## src/rtl/func_result_serializer.sv

```systemverilog
// -----------------------------------------------------------------------------
// func_result_serializer
//
// Purpose:
//   Downstream stage of the multi-function compute block. Accepts the six
//   parallel WIDTH-bit function results (arith, bool, case, nested, loop,
//   mixed) as one frame via valid/ready, buffers up to FIFO_DEPTH frames, and
//   emits each frame as six sequential beats (lane 0..5) on a narrow
//   valid/ready stream. Completed frames are counted; a flush request drops
//   buffered frames once the frame currently on the wire has finished.
//
// Parameters:
//   WIDTH      width of each result lane and of out_data
//   FIFO_DEPTH frames buffered (power of 2, >= 2)
//   CNT_W      width of frame_cnt (wraps silently)
//
// Ports:
//   clk, rst            rising-edge clock, synchronous active-high reset
//   in_valid/in_ready   frame handshake for res_* lanes
//   res_arith..res_mixed result lanes 0..5
//   flush               pulse: drop buffered frames after the current frame
//   out_valid/out_ready beat handshake
//   out_data/out_lane   registered beat value and its lane index
//   out_last            high on lane 5
//   frame_cnt           frames fully sent
//   busy                FSM not idle or FIFO not empty
//   sig                 (only with FUNC_SER_SIGNATURE_EN) rotate-XOR checksum
//                       of every accepted beat, cleared by a flush
//
// Optional feature macro: FUNC_SER_SIGNATURE_EN
// -----------------------------------------------------------------------------
module func_result_serializer #(
  parameter int WIDTH      = 8,
  parameter int FIFO_DEPTH = 2,
  parameter int CNT_W      = 16
) (
  input  logic             clk,
  input  logic             rst,
  input  logic             in_valid,
  output logic             in_ready,
  input  logic [WIDTH-1:0] res_arith,
  input  logic [WIDTH-1:0] res_bool,
  input  logic [WIDTH-1:0] res_case,
  input  logic [WIDTH-1:0] res_nested,
  input  logic [WIDTH-1:0] res_loop,
  input  logic [WIDTH-1:0] res_mixed,
  input  logic             flush,
  output logic             out_valid,
  input  logic             out_ready,
  output logic [WIDTH-1:0] out_data,
  output logic [2:0]       out_lane,
  output logic             out_last,
  output logic [CNT_W-1:0] frame_cnt,
`ifdef FUNC_SER_SIGNATURE_EN
  output logic [WIDTH-1:0] sig,
`endif
  output logic             busy
);

  localparam int PTR_W = (FIFO_DEPTH > 1) ? $clog2(FIFO_DEPTH) : 1;

  localparam logic [PTR_W-1:0] PTR_ONE   = PTR_W'(1);
  localparam logic [PTR_W:0]   CNT_ONE   = (PTR_W + 1)'(1);
  localparam logic [PTR_W:0]   FULL_CNT  = (PTR_W + 1)'(FIFO_DEPTH);
  localparam logic [2:0]       LAST_LANE = 3'd5;

  typedef enum logic [1:0] {
    IDLE  = 2'd0,
    SEND  = 2'd1,
    FLUSH = 2'd2
  } state_e;

  // One FIFO entry holds all six lanes; lane 0 (arith) in the low slot.
  typedef logic [5:0][WIDTH-1:0] frame_t;

  state_e             state_q, state_d;
  frame_t             mem_q [FIFO_DEPTH];
  logic [PTR_W-1:0]   wr_ptr_q, wr_ptr_d;
  logic [PTR_W-1:0]   rd_ptr_q, rd_ptr_d;
  logic [PTR_W:0]     count_q, count_d;
  logic [2:0]         lane_idx_q, lane_idx_d;
  logic [WIDTH-1:0]   out_data_q, out_data_d;
  logic [CNT_W-1:0]   frame_cnt_q, frame_cnt_d;
  logic               flush_pend_q, flush_pend_d;
  logic               push;
  logic               beat;

  // A full FIFO refuses input even when a pop happens in the same cycle.
  assign in_ready = (count_q != FULL_CNT) && (state_q != FLUSH);
  assign push     = in_valid && in_ready;
  assign beat     = (state_q == SEND) && out_ready;

  assign out_valid = (state_q == SEND);
  assign out_data  = out_data_q;
  assign out_lane  = lane_idx_q;
  assign out_last  = (lane_idx_q == LAST_LANE);
  assign frame_cnt = frame_cnt_q;
  assign busy      = (state_q != IDLE) || (count_q != '0);

  // NOTE: every variable driven here gets a default first, so no path leaves
  // it unassigned and no latch is inferred.
  always_comb begin
    state_d      = state_q;
    wr_ptr_d     = wr_ptr_q;
    rd_ptr_d     = rd_ptr_q;
    count_d      = count_q;
    lane_idx_d   = lane_idx_q;
    out_data_d   = out_data_q;
    frame_cnt_d  = frame_cnt_q;
    flush_pend_d = flush_pend_q;

    if (push) begin
      wr_ptr_d = wr_ptr_q + PTR_ONE;
      count_d  = count_q + CNT_ONE;
    end

    unique case (state_q)
      IDLE: begin
        // A frame pushed this cycle is not yet visible; flush on an empty
        // FIFO is a no-op, which keeps a frame pushed alongside it.
        if (count_q != '0) begin
          if (flush) begin
            state_d = FLUSH;
          end else begin
            state_d    = SEND;
            lane_idx_d = '0;
            out_data_d = mem_q[rd_ptr_q][0];
          end
        end
      end

      SEND: begin
        if (flush) flush_pend_d = 1'b1;
        if (out_ready) begin
          if (lane_idx_q != LAST_LANE) begin
            lane_idx_d = lane_idx_q + 3'd1;
            out_data_d = mem_q[rd_ptr_q][lane_idx_q + 3'd1];
          end else begin
            rd_ptr_d    = rd_ptr_q + PTR_ONE;
            count_d     = count_d - CNT_ONE;
            lane_idx_d  = '0;
            frame_cnt_d = frame_cnt_q + CNT_W'(1);
            if (flush_pend_q || flush) begin
              state_d = FLUSH;
            end else if (count_d != '0) begin
              state_d = SEND;
              // If the only remaining frame is the one being pushed right
              // now, its lane 0 is taken from the inputs, since the memory
              // write lands on this same edge.
              out_data_d = (count_q == CNT_ONE) ? res_arith
                                                : mem_q[rd_ptr_q + PTR_ONE][0];
            end else begin
              state_d = IDLE;
            end
          end
        end
      end

      FLUSH: begin
        // in_ready is low here, so no push can collide with the clear.
        wr_ptr_d     = '0;
        rd_ptr_d     = '0;
        count_d      = '0;
        flush_pend_d = 1'b0;
        state_d      = IDLE;
      end

      default: state_d = IDLE;
    endcase
  end

  // NOTE: sequential state uses non-blocking assignments so every register
  // samples the pre-edge values, independent of statement order.
  always_ff @(posedge clk) begin
    if (rst) begin
      state_q      <= IDLE;
      wr_ptr_q     <= '0;
      rd_ptr_q     <= '0;
      count_q      <= '0;
      lane_idx_q   <= '0;
      out_data_q   <= '0;
      frame_cnt_q  <= '0;
      flush_pend_q <= 1'b0;
    end else begin
      state_q      <= state_d;
      wr_ptr_q     <= wr_ptr_d;
      rd_ptr_q     <= rd_ptr_d;
      count_q      <= count_d;
      lane_idx_q   <= lane_idx_d;
      out_data_q   <= out_data_d;
      frame_cnt_q  <= frame_cnt_d;
      flush_pend_q <= flush_pend_d;
    end
  end

  // NOTE: the frame storage is not reset; an entry is only read after it has
  // been written, and leaving it out of reset keeps it a plain RAM.
  always_ff @(posedge clk) begin
    if (push) begin
      mem_q[wr_ptr_q] <= {res_mixed, res_loop, res_nested,
                          res_case, res_bool, res_arith};
    end
  end

`ifdef FUNC_SER_SIGNATURE_EN
  logic [WIDTH-1:0] sig_q, sig_d;

  always_comb begin
    sig_d = sig_q;
    if (state_q == FLUSH) begin
      sig_d = '0;
    end else if (beat) begin
      sig_d = {sig_q[WIDTH-2:0], sig_q[WIDTH-1]} ^ out_data_q;
    end
  end

  always_ff @(posedge clk) begin
    if (rst) sig_q <= '0;
    else     sig_q <= sig_d;
  end

  assign sig = sig_q;
`endif

endmodule

```

## config.mk

```make
export PLATFORM = sky130hd
export DESIGN_NAME = func_result_serializer
export DESIGN_NICKNAME = d
export VERILOG_FILES = /design/src/rtl/func_result_serializer.sv
export SDC_FILE = /design/constraint.sdc
export NUM_CORES = 1
export LEC_CHECK = 0
export CORE_UTILIZATION = 58
export CTS_CLUSTER_DIAMETER = 80
export CTS_CLUSTER_SIZE = 28
export DETAILED_ROUTE_END_ITERATION = 10
export PLACE_DENSITY = 0.84
export SYNTH_ARGS = -nofsm -noshare
export SYNTH_HDL_FRONTEND = slang
export SYNTH_SLANG_ARGS = --single-unit
```

## constraint.sdc

```tcl
create_clock -name clk -period 7.7 [get_ports clk]
set_input_delay 1.155 -clock clk [delete_from_list [all_inputs] [get_ports clk]]
set_output_delay 1.155 -clock clk [all_outputs]
set_load 0.1 [all_outputs]
```

**A small window of the routed layout**

Bar = 5 um. Region (41, 61) to (61, 81) um. Cells in gray, sequential cells in the stronger gray; small squares are vias.
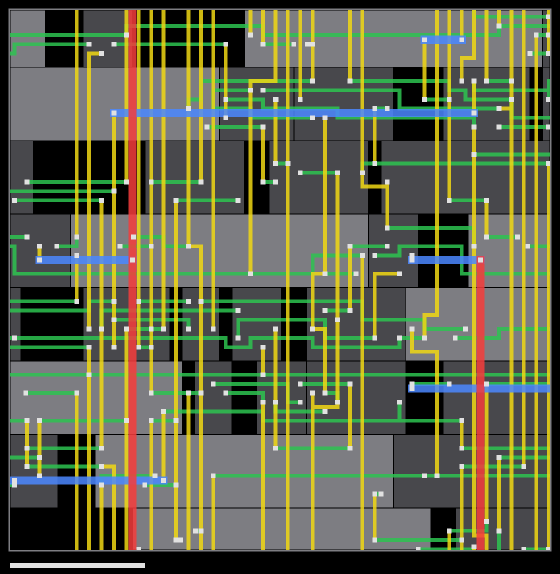
color	layer
yellow	metal 2
green	metal 1
red	metal 4
blue	metal 3
cells with their middle in the window	26
sequential cells in the window	6
most frequent	mux2i_1 (5), edfxtp_1 (5), a311oi_1 (3)
netlist names of flops here include	mem_q (5), out_data (1)

**Gate families picked out**

Bar = 20 um.
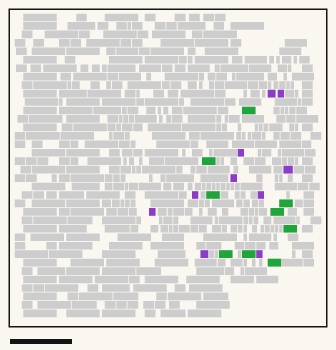
color	family	cells	most used
green	adder and majority cells	9	ha_1
purple	AND and OR gates	10	and2_1
share of the final layout cell area in multi-input gates: 27.7%
top logic cell by instance count in the layout: edfxtp_1

==> PnR_summary.wiki <==
== Metrics ==
{| class="wikitable"
! Metric !! Value
|-
| Outcome || finished, final reports clean
|-
| Portion of synthesized cell area occupied by the leading cell type || 50.0%
|-
| Worst clock skew || 0.00681 ns
|-
| Site Rows || 36
|-
| Critical Path AT || between 3 and 4 ns
|-
| Post-synthesis cell count || 437
|-
| Source of the critical timing path || out_lane[0]$_SDFFE_PP0P_
|-
| Number of cells in Yosys stat || around 440
|-
| Hold WC Path Type || register to register
|-
| Top cells excl fill/tap || edfxtp_1 (96), clkdlybuf4s50_1 (83), mux2i_1 (48)
|-
| Instance area after placement || between 6000 and 7000 sq um
|-
| Post-CTS sizing || 0
|-
| Area of the die || about 10000 sq um
|-
| Total congestion overflow after global routing || 0
|-
| Synth Seq Share || about 62%
|-
| Min-delay src || frame_cnt[1]$_SDFFE_PP0P_
|-
| Die Ht || between 100 and 150 um
|-
| H-tree lvl count || 4
|-
| Number of warnings the tools reported || 31
|-
| Share of cells above drive strength 1 || a little under 9%
|-
| Clock transition at the registers of the reported paths || 0.06 ns
|-
| Sinks on Clock Net || around 130
|-
| Ratio of total power to cell area || 364 nW/um^2
|-
| Number of max-slew violations in the final report || 0
|-
| Average cell area after synthesis || 13.2 sq um
|-
| Transition time of the tightest slew-check pin || 1.18 ns
|-
| Remaining max-slew budget at the tightest pin || between 20% and 30%
|-
| Area figure in the yosys stat output || 5760 sq um
|-
| Yosys warning tally || 0
|-
| HPWL after DPL || slightly below 8000 um
|-
| Pleak || around 2.5 nW
|-
| Post-route cell area || 7280 sq um
|-
| Clock buffers created by TritonCTS || 17
|-
| Quantity of hold-fixing buffers added after cts || 0
|-
| R2r startpoint || out_lane[0]$_SDFFE_PP0P_
|-
| Final hold violation count || 0
|}
**Routing congestion map**

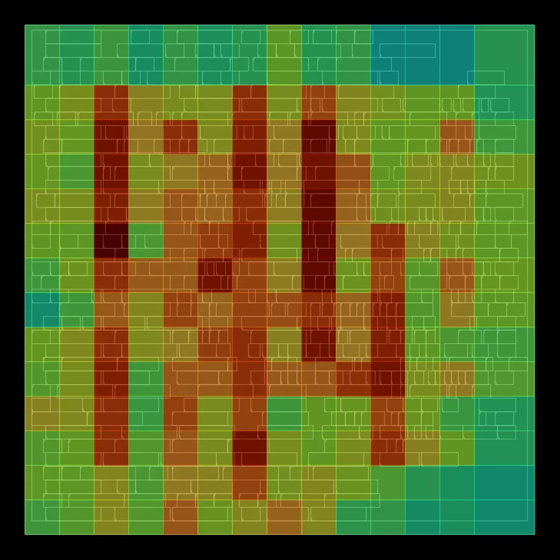
Routed wire per std cell: 18.5 um
grt met2 use: 44.2%
met1 track demand over resource: 31.1%
GRT Overall Usage: 26.3%

**Signal wires by layer**

Bar = 20 um.
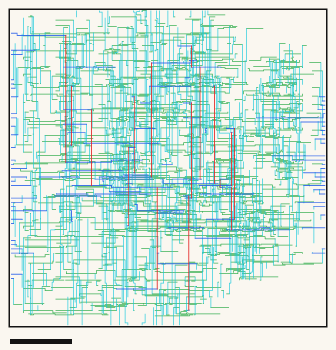
color	layer	wire length
cyan	metal 2	6200 um
blue	metal 3	728 um
red	metal 4	407 um
green	metal 1	4920 um
count of vias placed by the detailed router: 3870
aggregate routed wire length: 12300 um

how the worst min path moves through the flow:
stage                                 to  slack [ns]  cells after the start
3_5_place_dp   frame_cnt[1]$_SDFFE_PP0P_        0.50                      2
3_3_place_gp   frame_cnt[6]$_SDFFE_PP0P_        0.49                      2
5_1_grt         out_data[0]$_SDFFE_PP0P_        0.53                      2
4_1_cts        frame_cnt[1]$_SDFFE_PP0P_        0.51                      2
2_1_floorplan  flush_pend_q$_SDFFE_PP0P_        0.48                      2
6_report       frame_cnt[1]$_SDFFE_PP0P_        0.51                      2
layer usage:
metal / vias up / wire [um] / global-route usage [%]
met3: 37 / 728 / 6.21
li1: 1808 / - / -
met4: 0 / 407 / 14.6
met5: - / 0 / 0
met1: 1870 / 4920 / 31.1
met2: 155 / 6200 / 44.2
cells in the mapped netlist (all sizes together), types with 6 or more instances:
master and n:
dfxtp 35, mux2i 48, nand3 13, buf 18, o211ai 9, a311oi 8
xnor2 10, o21ai 18, xor2 9, nor2 41, edfxtp 96, a22oi 16
a21oi 19, and2 6, nand2 20, mux4 8, inv 9, clkbuf 8
ha 9
registers in the layout, summed over array words and instances (netlist names), named ones only:
register and flops:
out_data 8, state_q 2, rd_ptr_q 1, frame_cnt 16
flush_pend_q 1, wr_ptr_q 1, out_lane 3, mem_q 96
count_q 2
logic make-up (layout without fill, tap and decap cells):
kind of cell	after synthesis	in the layout	share of synthesized area, %
AND-OR/OR-AND	80	80	9.59
XOR/XNOR	19	19	2.89
adder cells (fa/ha/maj)	9	9	1.95
buffers and inverters	35	126	2.95
flip-flops	131	131	62.2
multiplexers	56	56	11.5
AND/OR/NAND/NOR	107	107	8.99
stage by stage:
step | total power, mW | setup slack [ns] | utilization, % | hold slack, ns | instances
3_3_place_gp | 1.77 | 4.12 | 68.7 | 0.486 | 629
2_1_floorplan | 1.60 | 3.52 | - | 0.480 | 437
5_1_grt | 2.75 | 3.32 | 75.2 | 0.529 | 661
6_report | 2.65 | 3.50 | 75.2 | 0.507 | 661
4_1_cts | 2.65 | 3.46 | 75.2 | 0.506 | 661
3_5_place_dp | 1.80 | 4.03 | 68.7 | 0.498 | 629
final cells by class:
class	instances	area, sq um	share of cell area, %
clock buffers	18	418	5.74
clock inverters	14	210	2.89
inverters	9	33.8	0.464
multi-input cells	271	2020	27.7
flip-flops and latches	131	3580	49.3
well taps	133	166	2.29
repair buffers	85	846	11.6
critical path: stages, from the launching register on:
cell and delay [ns]:
dfxtp_1 0.79, ha_1 0.42, and2_1 0.19, clkdlybuf4s50_1 1.13
where the power goes:
group	switching, mW	internal (mW)
Combinational	0.558	0.235
Sequential	0.0692	0.934
Clock	0.294	0.557
No activity file was given, so power comes from the tool's default toggle rates.
